`src/rtl/rf_write_arbiter.sv`:
```
// Round-robin arbiter sharing the register file write port between the ALU (src0)
// and load-return (src1) writeback paths; filters R0 writes and illegal ppp codes.
module rf_write_arbiter #(
  parameter int NREGS  = 32,
  parameter int DWIDTH = 64
) (
  input  logic              clk,
  input  logic              reset,
  input  logic              hold,
  input  logic              src0_valid,
  output logic              src0_ready,
  input  logic [4:0]        src0_waddr,
  input  logic [DWIDTH-1:0] src0_wdata,
  input  logic [2:0]        src0_ppp,
  input  logic              src1_valid,
  output logic              src1_ready,
  input  logic [4:0]        src1_waddr,
  input  logic [DWIDTH-1:0] src1_wdata,
  input  logic [2:0]        src1_ppp,
  output logic              rf_wrEn,
  output logic [4:0]        rf_waddr,
  output logic [DWIDTH-1:0] rf_wdata,
  output logic [2:0]        rf_ppp,
  output logic              last_grant,
  output logic              err_ppp,
  output logic [7:0]        drop_cnt
);

  localparam logic [5:0] ADDR_END = 6'(NREGS);

  function automatic logic ppp_illegal(input logic [2:0] ppp);
    return (ppp >= 3'd5);
  endfunction

  // R0 is hardwired zero; addresses past the architected file are also discarded.
  function automatic logic addr_dropped(input logic [4:0] waddr);
    return (waddr == 5'd0) || ({1'b0, waddr} >= ADDR_END);
  endfunction

  logic              gnt0;
  logic              gnt1;
  logic              accept;
  logic [4:0]        sel_waddr;
  logic [DWIDTH-1:0] sel_wdata;
  logic [2:0]        sel_ppp;
  logic              sel_filtered;

  logic              rf_wr_en_d, rf_wr_en_q;
  logic [4:0]        rf_waddr_d, rf_waddr_q;
  logic [DWIDTH-1:0] rf_wdata_d, rf_wdata_q;
  logic [2:0]        rf_ppp_d,   rf_ppp_q;
  logic              last_grant_d, last_grant_q;
  logic              err_ppp_d,  err_ppp_q;
  logic [7:0]        drop_cnt_d, drop_cnt_q;

  // Grant: the source that did not win last time is favoured under contention.
  always_comb begin
    gnt0 = 1'b0;
    gnt1 = 1'b0;
    if (reset || hold) begin
      gnt0 = 1'b0;
      gnt1 = 1'b0;
    end else if (src0_valid && src1_valid) begin
      gnt0 = last_grant_q;
      gnt1 = ~last_grant_q;
    end else begin
      gnt0 = src0_valid;
      gnt1 = src1_valid;
    end
  end

  // Select the accepted request's fields and classify it.
  always_comb begin
    accept       = gnt0 | gnt1;
    sel_waddr    = src0_waddr;
    sel_wdata    = src0_wdata;
    sel_ppp      = src0_ppp;
    if (gnt1) begin
      sel_waddr = src1_waddr;
      sel_wdata = src1_wdata;
      sel_ppp   = src1_ppp;
    end else begin
      sel_waddr = src0_waddr;
      sel_wdata = src0_wdata;
      sel_ppp   = src0_ppp;
    end
    sel_filtered = addr_dropped(sel_waddr) | ppp_illegal(sel_ppp);
  end

  // Next-state for the write port and status registers.
  always_comb begin
    rf_wr_en_d   = 1'b0;
    rf_waddr_d   = rf_waddr_q;
    rf_wdata_d   = rf_wdata_q;
    rf_ppp_d     = rf_ppp_q;
    last_grant_d = last_grant_q;
    err_ppp_d    = err_ppp_q;
    drop_cnt_d   = drop_cnt_q;
    if (accept) begin
      last_grant_d = gnt1;
      if (sel_filtered) begin
        rf_wr_en_d = 1'b0;
        err_ppp_d  = err_ppp_q | ppp_illegal(sel_ppp);
        if (drop_cnt_q != 8'hFF) begin
          drop_cnt_d = drop_cnt_q + 8'd1;
        end else begin
          drop_cnt_d = drop_cnt_q;
        end
      end else begin
        rf_wr_en_d = 1'b1;
        rf_waddr_d = sel_waddr;
        rf_wdata_d = sel_wdata;
        rf_ppp_d   = sel_ppp;
      end
    end else begin
      rf_wr_en_d = 1'b0;
    end
  end

  // State registers; reset discards any write still registered for the port.
  always_ff @(posedge clk) begin
    if (reset) begin
      rf_wr_en_q   <= 1'b0;
      rf_waddr_q   <= 5'd0;
      rf_wdata_q   <= '0;
      rf_ppp_q     <= 3'd0;
      last_grant_q <= 1'b1;
      err_ppp_q    <= 1'b0;
      drop_cnt_q   <= 8'd0;
    end else begin
      rf_wr_en_q   <= rf_wr_en_d;
      rf_waddr_q   <= rf_waddr_d;
      rf_wdata_q   <= rf_wdata_d;
      rf_ppp_q     <= rf_ppp_d;
      last_grant_q <= last_grant_d;
      err_ppp_q    <= err_ppp_d;
      drop_cnt_q   <= drop_cnt_d;
    end
  end

  assign src0_ready = gnt0;
  assign src1_ready = gnt1;
  assign rf_wrEn    = rf_wr_en_q;
  assign rf_waddr   = rf_waddr_q;
  assign rf_wdata   = rf_wdata_q;
  assign rf_ppp     = rf_ppp_q;
  assign last_grant = last_grant_q;
  assign err_ppp    = err_ppp_q;
  assign drop_cnt   = drop_cnt_q;

endmodule
```
`config.mk`:
```
export PLATFORM = sky130hd
export DESIGN_NAME = rf_write_arbiter
export DESIGN_NICKNAME = d
export VERILOG_FILES = /design/src/rtl/rf_write_arbiter.sv
export SDC_FILE = /design/constraint.sdc
export NUM_CORES = 1
export LEC_CHECK = 0
export ABC_CLOCK_PERIOD_IN_PS = 4300
export CAP_MARGIN = 0
export CELL_PAD_IN_SITES_DETAIL_PLACEMENT = 1
export CELL_PAD_IN_SITES_GLOBAL_PLACEMENT = 1
export CORE_MARGIN = 2
export CORE_UTILIZATION = 31
export DETAILED_ROUTE_END_ITERATION = 10
export GPL_TIMING_DRIVEN = 0
export PLACE_DENSITY = 0.89
export SKIP_LAST_GASP = 1
export SLEW_MARGIN = 10
export SYNTH_ARGS = -nofsm -noshare
export SYNTH_HDL_FRONTEND = slang
export SYNTH_SLANG_ARGS = --single-unit
```
`constraint.sdc`:
```
create_clock -name clk -period 4.3 [get_ports clk]
set_input_delay 0.86 -clock clk [delete_from_list [all_inputs] [get_ports clk]]
set_output_delay 0.86 -clock clk [all_outputs]
set_load 0.02 [all_outputs]
```
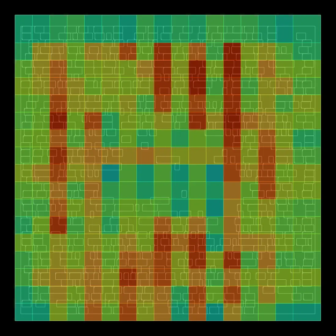
*Routing congestion map*
met2 Track Usage GR: 39.54%
WL/cell: 20.06 µm

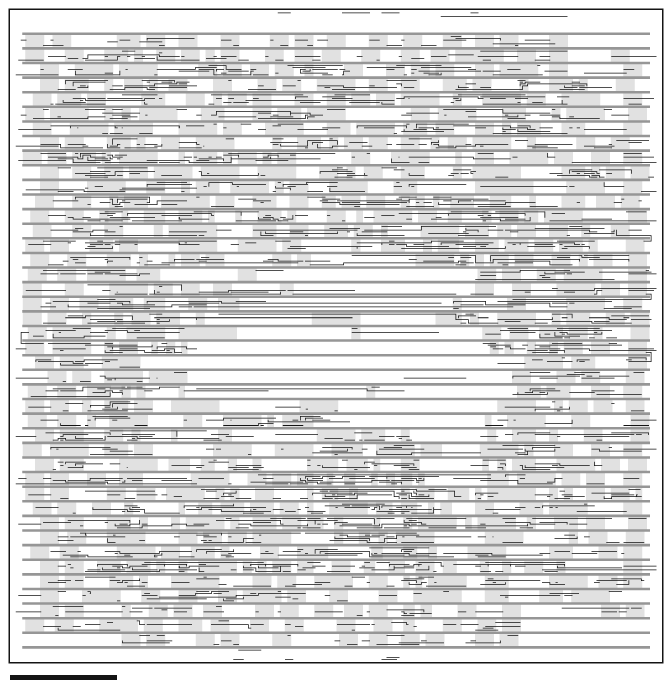
*Metal 1*
Bar = 20 µm. Supply wires on this layer in grey.
nets with wire on the layer	698
longest straight run	59.3 µm
main direction	horizontal
share of all routed wire	40%
wire length on this layer	6620 µm

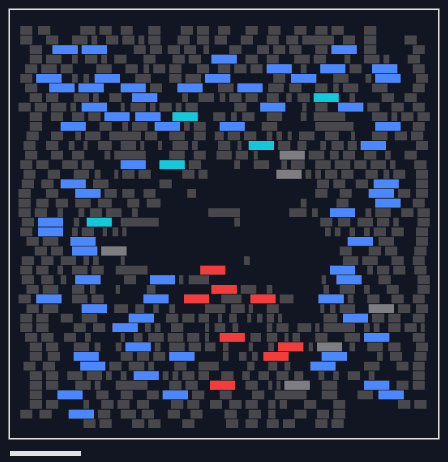
*Sequential cells grouped by signal name*
Bar = 20 µm. Other sequential cells in the stronger grey, the rest of the logic in the fainter grey.
colour	netlist name	sequential cells
blue	rf_wdata	64
red	drop_cnt	8
cyan	rf_waddr	5

==> flow_summary.json <==
{
  "cts_max_level": 3,
  "floorplan.core_util_pct": 32.00,
  "holdPathStages": 2,
  "lay_top_cells": "232 x clkdlybuf4s50_1, 83 x dfxtp_1, 76 x a21oi_1",
  "worst_pin_slew_ps": 773.6,
  "p_per_area_nw_per_um2": 309.2,
  "postRouteAntennaNets": 0,
  "cts_made_buffers": 9,
  "ys_sh_xor_pct": 0,
  "hold_buffers": 0,
  "ys_sh_aoi_pct": 33.60,
  "finalHoldViolations": 0,
  "worstHoldStart": "err_ppp",
  "mux_area_share_pct": 17.69,
  "dieArea_um2": 14730,
  "clk_latency_ps": 350,
  "rrSetupSlack_ps": 2150,
  "status": "completed",
  "core-area_um2": 13350,
  "top_layer": "met4",
  "diodes": 0,
  "firstDrtPassIters": 4,
  "grt_first_pass_wirelength_um": 25100,
  "critPathLaunchType": "input pin",
  "fmax_mhz": 254.0,
  "warning_count": 26,
  "drc": 0,
  "layout-drive-gt1-share_pct": 17.42,
  "cp-end-kind": "primary output",
  "yosys_warnings": 0,
  "ys_seq_elements": 83,
  "fin_tns_setup_ps": 0,
  "simple_gate_share_pct": 3.251,
  "met2_length_um": 8287,
  "min_path_type": "reg2reg",
  "post-route-util_pct": 53.37,
  "drt_iter0_markers": 140,
  "hold_end": "err_ppp",
  "grt_pass1_vias": 4639,
  "grt_max_degree": 14,
  "max_slew_margin_pct": 48.42,
  "place_congestion": 0.7908,
  "whs_ps": 501.9,
  "reg2reg_depth": 7,
  "cp.required_ps": 3440,
  "synth_area_um2": 4272,
  "layout_top_cell": "clkdlybuf4s50_1",
  "wl_met1_um": 6621,
  "cts_setup_buffers": 0,
  "ir_drop_mv": 0.1531,
  "grt_setup_unrepaired": "no",
  "critPathKind": "in2out",
  "cts_resized": 0,
  "finalCritPeriodShare_pct": 91.57,
  "ys_cells": 395,
  "logic_family": "AND-OR/OR-AND gates",
  "via_per_inst": 5.154,
  "critPathArrivalTime_ps": 3080,
  "grt_use_total_pct": 22.15,
  "reg2reg_to": "rf_wdata[6]",
  "syn-num-nets": 545,
  "clk_pin_slew_ps": 60,
  "finClkSkew_ps": 6.337,
  "synthCells": 395,
  "cts_root_buffer": "clkbuf_16",
  "report.final.slew_viol_count": 0,
  "fin_cells": 819,
  "die_w_um": 121.4,
  "ys_chip_area_um2": 4272,
  "cp_max_fo": 10,
  "dp_hpwl_um": 12810,
  "cts_tree": "yes",
  "maxCapViolCount": 0,
  "adder_share_pct": 0.2929,
  "setup_violations": 0,
  "grt_remaining_overflow": 0,
  "syn_area_per_cell_um2": 10.81
}
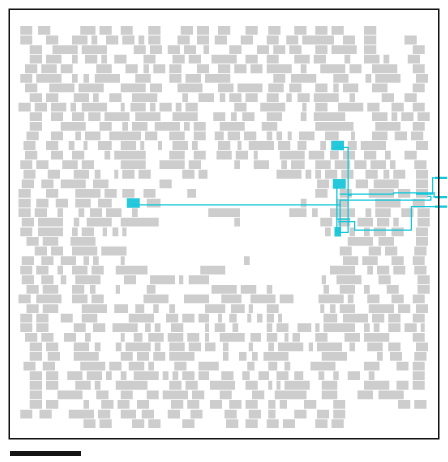
*Nets reached from selected ports*
Bar = 20 µm.
colour	port	bits	direction	edge	end cells	buffers	wire
cyan	src0_ppp	3	input	right	4	3	222 µm

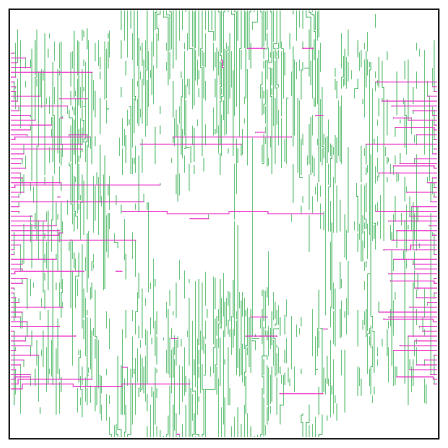
*Metal layers overlaid*
Two of the layers only.
colour	layer	wire length
green	metal 2	8290 µm
magenta	metal 3	1260 µm

[worst max-delay path by stage]
stage,cells after the start,to,startpoint
2_1_floorplan,6,src1_ready,reset
3_3_place_gp,7,src1_ready,src0_valid
3_5_place_dp,7,src1_ready,src0_valid
4_1_cts,7,src1_ready,src0_valid
5_1_grt,7,src1_ready,src0_valid
6_report,7,src1_ready,src0_valid
[routing by layer]
layer | vias to the layer above | track usage (%)
li1 | 2002 | -
met1 | 2036 | 25.22
met3 | 16 | 6.109
met5 | - | 0
met4 | 0 | 7.830
met2 | 167 | 39.54
[worst max-delay path, cell delays in order]
cell	delay [ps]
clkdlybuf4s50_1	540
nand2_1	80
nand3_1	220
buf_2	380
buf_2	380
inv_1	80
clkdlybuf4s50_1	540
[metrics by stage]
stage          total power [µW]  instance area (µm²)  setup WS (ps)
2_1_floorplan              1104                 4272           1607
3_3_place_gp               1371                 6814          380.4
3_5_place_dp               1390                 6814          296.5
4_1_cts                    2228                 7124          307.3
5_1_grt                    2287                 7124          229.0
6_report                   2203                 7124          362.5
[cell type report]
cell class / count / area (µm²)
fill: 1473 / 6223
multi-input combinational: 266 / 2342
timing repair buffer: 232 / 2322
sequential: 83 / 1662
buffer: 43 / 256.5
clock buffer: 11 / 232.7
tap: 176 / 220.2
clock inverter: 5 / 77.57
inverter: 3 / 11.26
[registers in the layout (all words and copies together) (netlist names)]
register and flops:
rf_wdata 64, drop_cnt 8, rf_waddr 5, rf_ppp 3, err_ppp 1, last_grant 1, rf_wrEn 1
[logic make-up (layout without fill, tap and decap cells)]
group,Yosys count,in the layout
adder cells (fa/ha/maj),1,1
buffers and inverters,46,294
flip-flops,83,83
AND/OR/NAND/NOR,24,24
multiplexers,75,75
AND-OR/OR-AND,166,166
[power by group]
part	internal, µW	switching [µW]
Combinational	279	258
Sequential	811	24.2
Clock	507	323
Total	1600	605
[synth_stat cells]
| cell | instances | share of area [%] |
|---|---|---|
| nand2b_1 | 2 | 0.29 |
| o311ai_1 | 4 | 0.82 |
| buf_6 | 9 | 2.4 |
| o21a_1 | 1 | 0.18 |
| mux2i_2 | 1 | 0.32 |
| a211oi_1 | 3 | 0.53 |
| and3_1 | 2 | 0.29 |
| and2_1 | 1 | 0.15 |
| nand3_1 | 5 | 0.59 |
| o21ai_1 | 2 | 0.23 |
| ha_1 | 1 | 0.29 |
| or3_1 | 1 | 0.15 |
| buf_1 | 1 | 0.088 |
| mux2i_1 | 73 | 17 |
| o221ai_1 | 1 | 0.21 |
| mux2_1 | 1 | 0.26 |
| o21ai_0 | 3 | 0.35 |
| nand2_1 | 2 | 0.18 |
| nor2_2 | 1 | 0.15 |
| a221o_1 | 1 | 0.23 |
| o41ai_2 | 4 | 1.5 |
| buf_4 | 4 | 0.70 |
| inv_1 | 3 | 0.26 |
| a211oi_2 | 69 | 20 |
| nor2_1 | 4 | 0.35 |
| or4_1 | 2 | 0.35 |
| nor2b_1 | 1 | 0.15 |
| a21oi_1 | 76 | 8.9 |
| clkbuf_1 | 19 | 1.7 |
| nand4_1 | 1 | 0.15 |
| buf_2 | 10 | 1.2 |
| dfxtp_1 | 83 | 39 |
| or4b_1 | 2 | 0.47 |
| o41ai_1 | 2 | 0.41 |
Power is estimated from default activity; no workload was simulated.
